$ cat config.mk
export PLATFORM = sky130hd
export DESIGN_NAME = mem_arbiter
export DESIGN_NICKNAME = d
export VERILOG_FILES = /design/src/rtl/mem_arbiter_pkg.sv /design/src/rtl/mem_arbiter_wait_timer.sv /design/src/rtl/mem_arbiter.sv
export SDC_FILE = /design/constraint.sdc
export NUM_CORES = 1
export LEC_CHECK = 0
export ABC_AREA = 0
export CAP_MARGIN = 40
export CORE_MARGIN = 1
export CORE_UTILIZATION = 40
export CTS_CLUSTER_SIZE = 40
export DETAILED_ROUTE_END_ITERATION = 8
export GPL_TIMING_DRIVEN = 0
export PLACE_DENSITY_LB_ADDON = 0.3
export RECOVER_POWER = 25
export SLEW_MARGIN = 0
export SYNTH_ARGS = -nofsm -noshare
export SYNTH_HDL_FRONTEND = slang
export SYNTH_SLANG_ARGS = --single-unit
$ cat constraint.sdc
create_clock -name clk -period 2.5 [get_ports clk]
set_input_delay 0.5 -clock clk [delete_from_list [all_inputs] [get_ports clk]]
set_output_delay 0.5 -clock clk [all_outputs]
set_load 0.01 [all_outputs]
$ cat src/rtl/mem_arbiter_pkg.sv
// mem_arbiter_pkg
//   Shared definitions for the memory-bus arbiter:
//   - FSM state encodings: ARB_IDLE, ARB_ACCESS, ARB_DONE.
//   - Grant encodings: GNT_IF, GNT_MEM.
//   - WriteEnable / WriteDisable and ZeroData constants.
//   - Wait-timer width.
//   - arb_pick(), the grant decision shared by fixed-priority and
//     round-robin builds.
//   Optional feature macro used by the arbiter: MEM_ARB_ROUND_ROBIN_EN.
package mem_arbiter_pkg;

  typedef enum logic [1:0] {
    ARB_IDLE   = 2'd0,
    ARB_ACCESS = 2'd1,
    ARB_DONE   = 2'd2
  } arb_state_e;

  typedef enum logic {
    GNT_IF  = 1'b0,
    GNT_MEM = 1'b1
  } arb_gnt_e;

  localparam logic WriteEnable  = 1'b1;
  localparam logic WriteDisable = 1'b0;

  // Wide enough for any data bus up to 64 bits; users slice it to DATA_W.
  localparam int unsigned MaxDataW = 64;
  localparam logic [MaxDataW-1:0] ZeroData = '0;

  localparam int unsigned TimerW = 4;

  // An uncontended request always wins.
  // On contention MEM wins, unless prefer_if is set
  // (round-robin build after a MEM grant).
  function automatic arb_gnt_e arb_pick(input logic if_req,
                                        input logic mem_req,
                                        input logic prefer_if);
    arb_gnt_e gnt;
    if (if_req && (!mem_req || prefer_if)) gnt = GNT_IF;
    else                                   gnt = GNT_MEM;
    return gnt;
  endfunction

endpackage

$ cat src/rtl/mem_arbiter_wait_timer.sv
// arb_wait_timer
//   Loadable 4-bit down-counter that measures the length of a bus access.
//   Ports:
//     clk, rst  : clock, synchronous active-high reset
//     start     : load load_val (takes priority over counting)
//     load_val  : value loaded on start (number of cycles minus one)
//     done      : count has reached zero; the cycle in which done is seen
//                 while counting is the final cycle of the interval
module arb_wait_timer
  import mem_arbiter_pkg::*;
(
  input  logic              clk,
  input  logic              rst,
  input  logic              start,
  input  logic [TimerW-1:0] load_val,
  output logic              done
);

  logic [TimerW-1:0] count_q, count_d;

  always_comb begin
    count_d = count_q;
    if (start)               count_d = load_val;
    else if (count_q != '0)  count_d = count_q - 1'b1;
  end

  always_ff @(posedge clk) begin
    if (rst) count_q <= '0;
    else     count_q <= count_d;
  end

  assign done = (count_q == '0);

endmodule

$ cat src/rtl/mem_arbiter.sv
// mem_arbiter
//   Shares one fixed-latency single-port memory bus between the instruction
//   fetch port (IF, read only) and the load/store port (MEM).
//   Each access has three phases:
//     IDLE   : arbitrates and latches the winning request.
//     ACCESS : drives the bus for WAIT_CYCLES cycles.
//     DONE   : pulses the winner's ack with its read data for one cycle.
//   Ports:
//     clk, rst                     : clock, synchronous active-high reset
//     if_req/if_addr               : IF read request
//     if_rdata/if_ack              : IF read data and completion pulse
//     mem_req/we/addr/wdata/be     : MEM request
//     mem_rdata/mem_ack            : MEM read data (0 for writes) and
//                                    completion pulse
//     bus_ce/we/addr/wdata/be      : memory bus request
//                                    (bus_be all ones for reads)
//     bus_rdata                    : memory read data, valid in the last
//                                    ACCESS cycle
//     stall_if/stall_mem           : req & ~ack, for the pipeline control
//   Configuration macro:
//     MEM_ARB_ROUND_ROBIN_EN : alternate winners on contention instead of
//                              fixed MEM-over-IF priority.
module mem_arbiter
  import mem_arbiter_pkg::*;
#(
  parameter int unsigned ADDR_W      = 32,
  parameter int unsigned DATA_W      = 32,
  parameter int unsigned WAIT_CYCLES = 2
) (
  input  logic                clk,
  input  logic                rst,
  input  logic                if_req,
  input  logic [ADDR_W-1:0]   if_addr,
  output logic [DATA_W-1:0]   if_rdata,
  output logic                if_ack,
  input  logic                mem_req,
  input  logic                mem_we,
  input  logic [ADDR_W-1:0]   mem_addr,
  input  logic [DATA_W-1:0]   mem_wdata,
  input  logic [DATA_W/8-1:0] mem_be,
  output logic [DATA_W-1:0]   mem_rdata,
  output logic                mem_ack,
  output logic                bus_ce,
  output logic                bus_we,
  output logic [ADDR_W-1:0]   bus_addr,
  output logic [DATA_W-1:0]   bus_wdata,
  output logic [DATA_W/8-1:0] bus_be,
  input  logic [DATA_W-1:0]   bus_rdata,
  output logic                stall_if,
  output logic                stall_mem
);

  localparam int unsigned BE_W = DATA_W / 8;
  // The timer counts down from WAIT_CYCLES-1 to 0 during ACCESS.
  localparam logic [TimerW-1:0] TimerLoad = TimerW'(WAIT_CYCLES - 1);

  arb_state_e        state_q, state_d;
  arb_gnt_e          gnt_q, gnt_d;
  logic              we_q, we_d;
  logic [ADDR_W-1:0] addr_q, addr_d;
  logic [DATA_W-1:0] wdata_q, wdata_d;
  logic [BE_W-1:0]   be_q, be_d;
  logic [DATA_W-1:0] rdata_q, rdata_d;
  logic              if_ack_q, if_ack_d;
  logic              mem_ack_q, mem_ack_d;

  logic              timer_start;
  logic              timer_done;
  logic              prefer_if;
  arb_gnt_e          gnt_pick;

`ifdef MEM_ARB_ROUND_ROBIN_EN
  arb_gnt_e last_grant_q, last_grant_d;

  // After a MEM grant, IF wins the next contention, and vice versa.
  assign prefer_if = (last_grant_q == GNT_MEM);

  always_comb begin
    last_grant_d = last_grant_q;
    if (state_q == ARB_IDLE && (if_req || mem_req)) last_grant_d = gnt_pick;
  end

  always_ff @(posedge clk) begin
    if (rst) last_grant_q <= GNT_IF;
    else     last_grant_q <= last_grant_d;
  end
`else
  assign prefer_if = 1'b0;
`endif

  assign gnt_pick = arb_pick(if_req, mem_req, prefer_if);

  arb_wait_timer u_timer (
    .clk      (clk),
    .rst      (rst),
    .start    (timer_start),
    .load_val (TimerLoad),
    .done     (timer_done)
  );

  always_comb begin
    state_d     = state_q;
    gnt_d       = gnt_q;
    we_d        = we_q;
    addr_d      = addr_q;
    wdata_d     = wdata_q;
    be_d        = be_q;
    rdata_d     = rdata_q;
    if_ack_d    = 1'b0;
    mem_ack_d   = 1'b0;
    timer_start = 1'b0;

    case (state_q)
      ARB_IDLE: begin
        if (if_req || mem_req) begin
          state_d     = ARB_ACCESS;
          timer_start = 1'b1;
          gnt_d       = gnt_pick;
          // Latch the whole request, so that input changes during the
          // access cannot disturb the bus.
          if (gnt_pick == GNT_MEM) begin
            we_d    = mem_we;
            addr_d  = mem_addr;
            wdata_d = mem_wdata;
            be_d    = mem_we ? mem_be : {BE_W{1'b1}};
          end else begin
            we_d    = WriteDisable;
            addr_d  = if_addr;
            wdata_d = ZeroData[DATA_W-1:0];
            be_d    = {BE_W{1'b1}};
          end
        end
      end

      ARB_ACCESS: begin
        if (timer_done) begin
          state_d   = ARB_DONE;
          // Writes return zero data, so capture nothing for them.
          rdata_d   = (we_q == WriteEnable) ? ZeroData[DATA_W-1:0] : bus_rdata;
          if_ack_d  = (gnt_q == GNT_IF);
          mem_ack_d = (gnt_q == GNT_MEM);
        end
      end

      ARB_DONE: state_d = ARB_IDLE;

      default:  state_d = ARB_IDLE;
    endcase
  end

  always_ff @(posedge clk) begin
    if (rst) begin
      state_q   <= ARB_IDLE;
      gnt_q     <= GNT_IF;
      we_q      <= WriteDisable;
      addr_q    <= '0;
      wdata_q   <= '0;
      be_q      <= '0;
      rdata_q   <= '0;
      if_ack_q  <= 1'b0;
      mem_ack_q <= 1'b0;
    end else begin
      state_q   <= state_d;
      gnt_q     <= gnt_d;
      we_q      <= we_d;
      addr_q    <= addr_d;
      wdata_q   <= wdata_d;
      be_q      <= be_d;
      rdata_q   <= rdata_d;
      if_ack_q  <= if_ack_d;
      mem_ack_q <= mem_ack_d;
    end
  end

  // Bus fields are held at zero outside ACCESS, so the SRAM side sees a
  // quiet bus between accesses.
  assign bus_ce    = (state_q == ARB_ACCESS);
  assign bus_we    = bus_ce && (we_q == WriteEnable);
  assign bus_addr  = bus_ce ? addr_q  : '0;
  assign bus_wdata = bus_ce ? wdata_q : '0;
  assign bus_be    = bus_ce ? be_q    : '0;

  // Only the acked port sees the captured data; the other port reads 0.
  assign if_ack    = if_ack_q;
  assign mem_ack   = mem_ack_q;
  assign if_rdata  = if_ack_q  ? rdata_q : ZeroData[DATA_W-1:0];
  assign mem_rdata = mem_ack_q ? rdata_q : ZeroData[DATA_W-1:0];

  assign stall_if  = if_req  & ~if_ack_q;
  assign stall_mem = mem_req & ~mem_ack_q;

endmodule

**Supply network**

Bar = 20 µm. Pins as bars on the die edge.
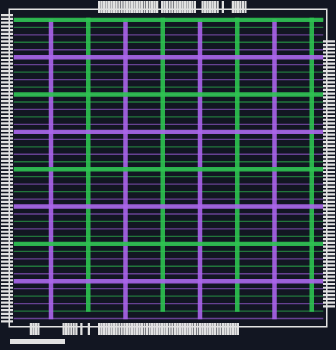
color	net
purple	VSS
green	VDD
rows	40
met4 straps	8
die height: 115 µm
x dimension of the die: 115 µm
peak supply drop: 0.335 mV

**Placed cells, one color a class**

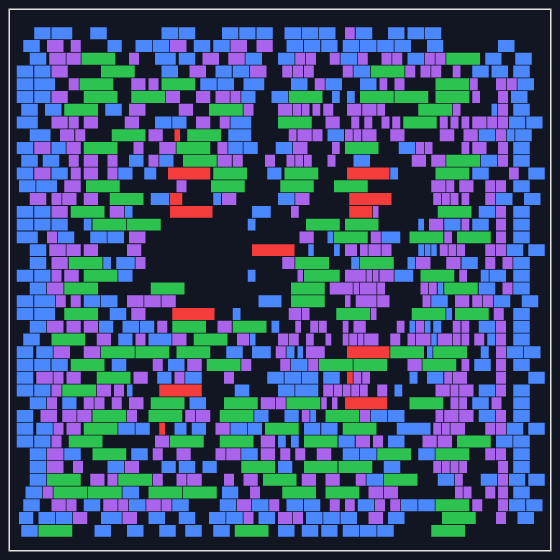
color	class	cells	share of their area
blue	remaining buffers and delay cells	327	38%
red	clock drivers and dummy loads	14	3.2%
green	sequential cells	110	27%
purple	remaining logic cells	376	32%
fraction of standard cell area that is sequential: 0.263
number of placement rows: 40
Final Cell Area: 8370 µm²
Core Area: 12300 µm²

**Clock network drawn from the DEF**

Bar = 20 µm.
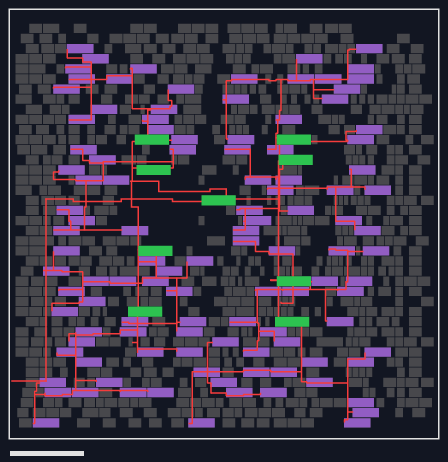
[red] clock wires | length: 1220 µm
[green] clock-net drivers | count: 9
[purple] flip-flops | count: 110
flops lie	widely spread
power in the clock group: 1.29 mW
share of power burned in the clock network: 0.204
setup clock skew after layout: 0.00550 ns
Skew-Pair Late Insertion Delay: 0.33 ns

**Metal layers overlaid**

Bar = 20 µm.
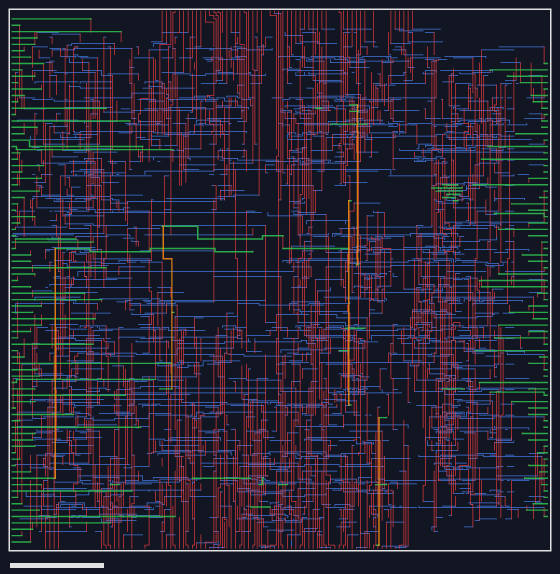
color	layer	wire length
red	M2	8480 µm
green	M3	1190 µm
orange	M4	190 µm
blue	M1	6410 µm
total wire length after detailed routing: 16.3 mm
overall routing resource usage: 0.241

==> flow_summary.ini <==
; synthesis and place-and-route metrics
[global_routing]
grt_first_pass_wirelength_mm = 25.0
top_usage_layer = met2
grt_antenna_before_repair = 0

[floorplanning]
io-pin-count = 275

[worst_setup_path]
critical_path_cell_count = 6
path_cells = nand2b_4, inv_4, buf_12, clkbuf_8, and2_1, clkdlybuf4s50_1
crit_path_max_cell_delay_ns = 0.54

[min_path]
worst_hold_path_type = flip-flop to flip-flop

[route]
overall_via_count_from_detail_route = 5038
avgViaCountPerCell = 5.06

[clock_network]
cts_made_buffers = 9
htree_levels = 3

[logic_synthesis]
edff_count_synth = 0
floorplan.nets = 679
synthFlopType = sky130_fd_sc_hd__dfxtp_1

[outcome]
outcome = finished, final reports clean

[pwr]
power_report.internal_total_mw = 4.07
pwr_density_cell_nw_per_um2 = 757
switching_share = 0.356

[timing]
timing_hold_violations_final = 0
setup_viol = 0

[placement]
number_of_buffers_inserted_by_port_buffering = 273
layout make-up:
cell class / instances / area [µm²] / share of cell area
Timing Repair Buffer: 273 / 2730 / 0.326
Multi-Input combinational cell: 373 / 2610 / 0.312
Sequential cell: 110 / 2200 / 0.263
Buffer: 54 / 340 / 0.0407
Clock buffer: 13 / 250 / 0.0299
Tap cell: 168 / 210 / 0.0251
Inverter: 3 / 13.8 / 0.00165
Clock inverter: 1 / 7.51 / 0.000897
what timing repair did:
item,CTS,global route
pin swaps,0,0
setup endpoints to repair,69,64
gates resized,48,28
cloned,0,0
state kept, by name, indices dropped and copies added (netlist names):
signal and count:
rdata_q 32, we_q 1, if_ack 1, be_q 4, gnt_q 1, mem_ack 1
state_q 2, wdata_q 32, addr_q 32, u_timer.count_q 4
No activity file was given, so power comes from the tool's default toggle rates.
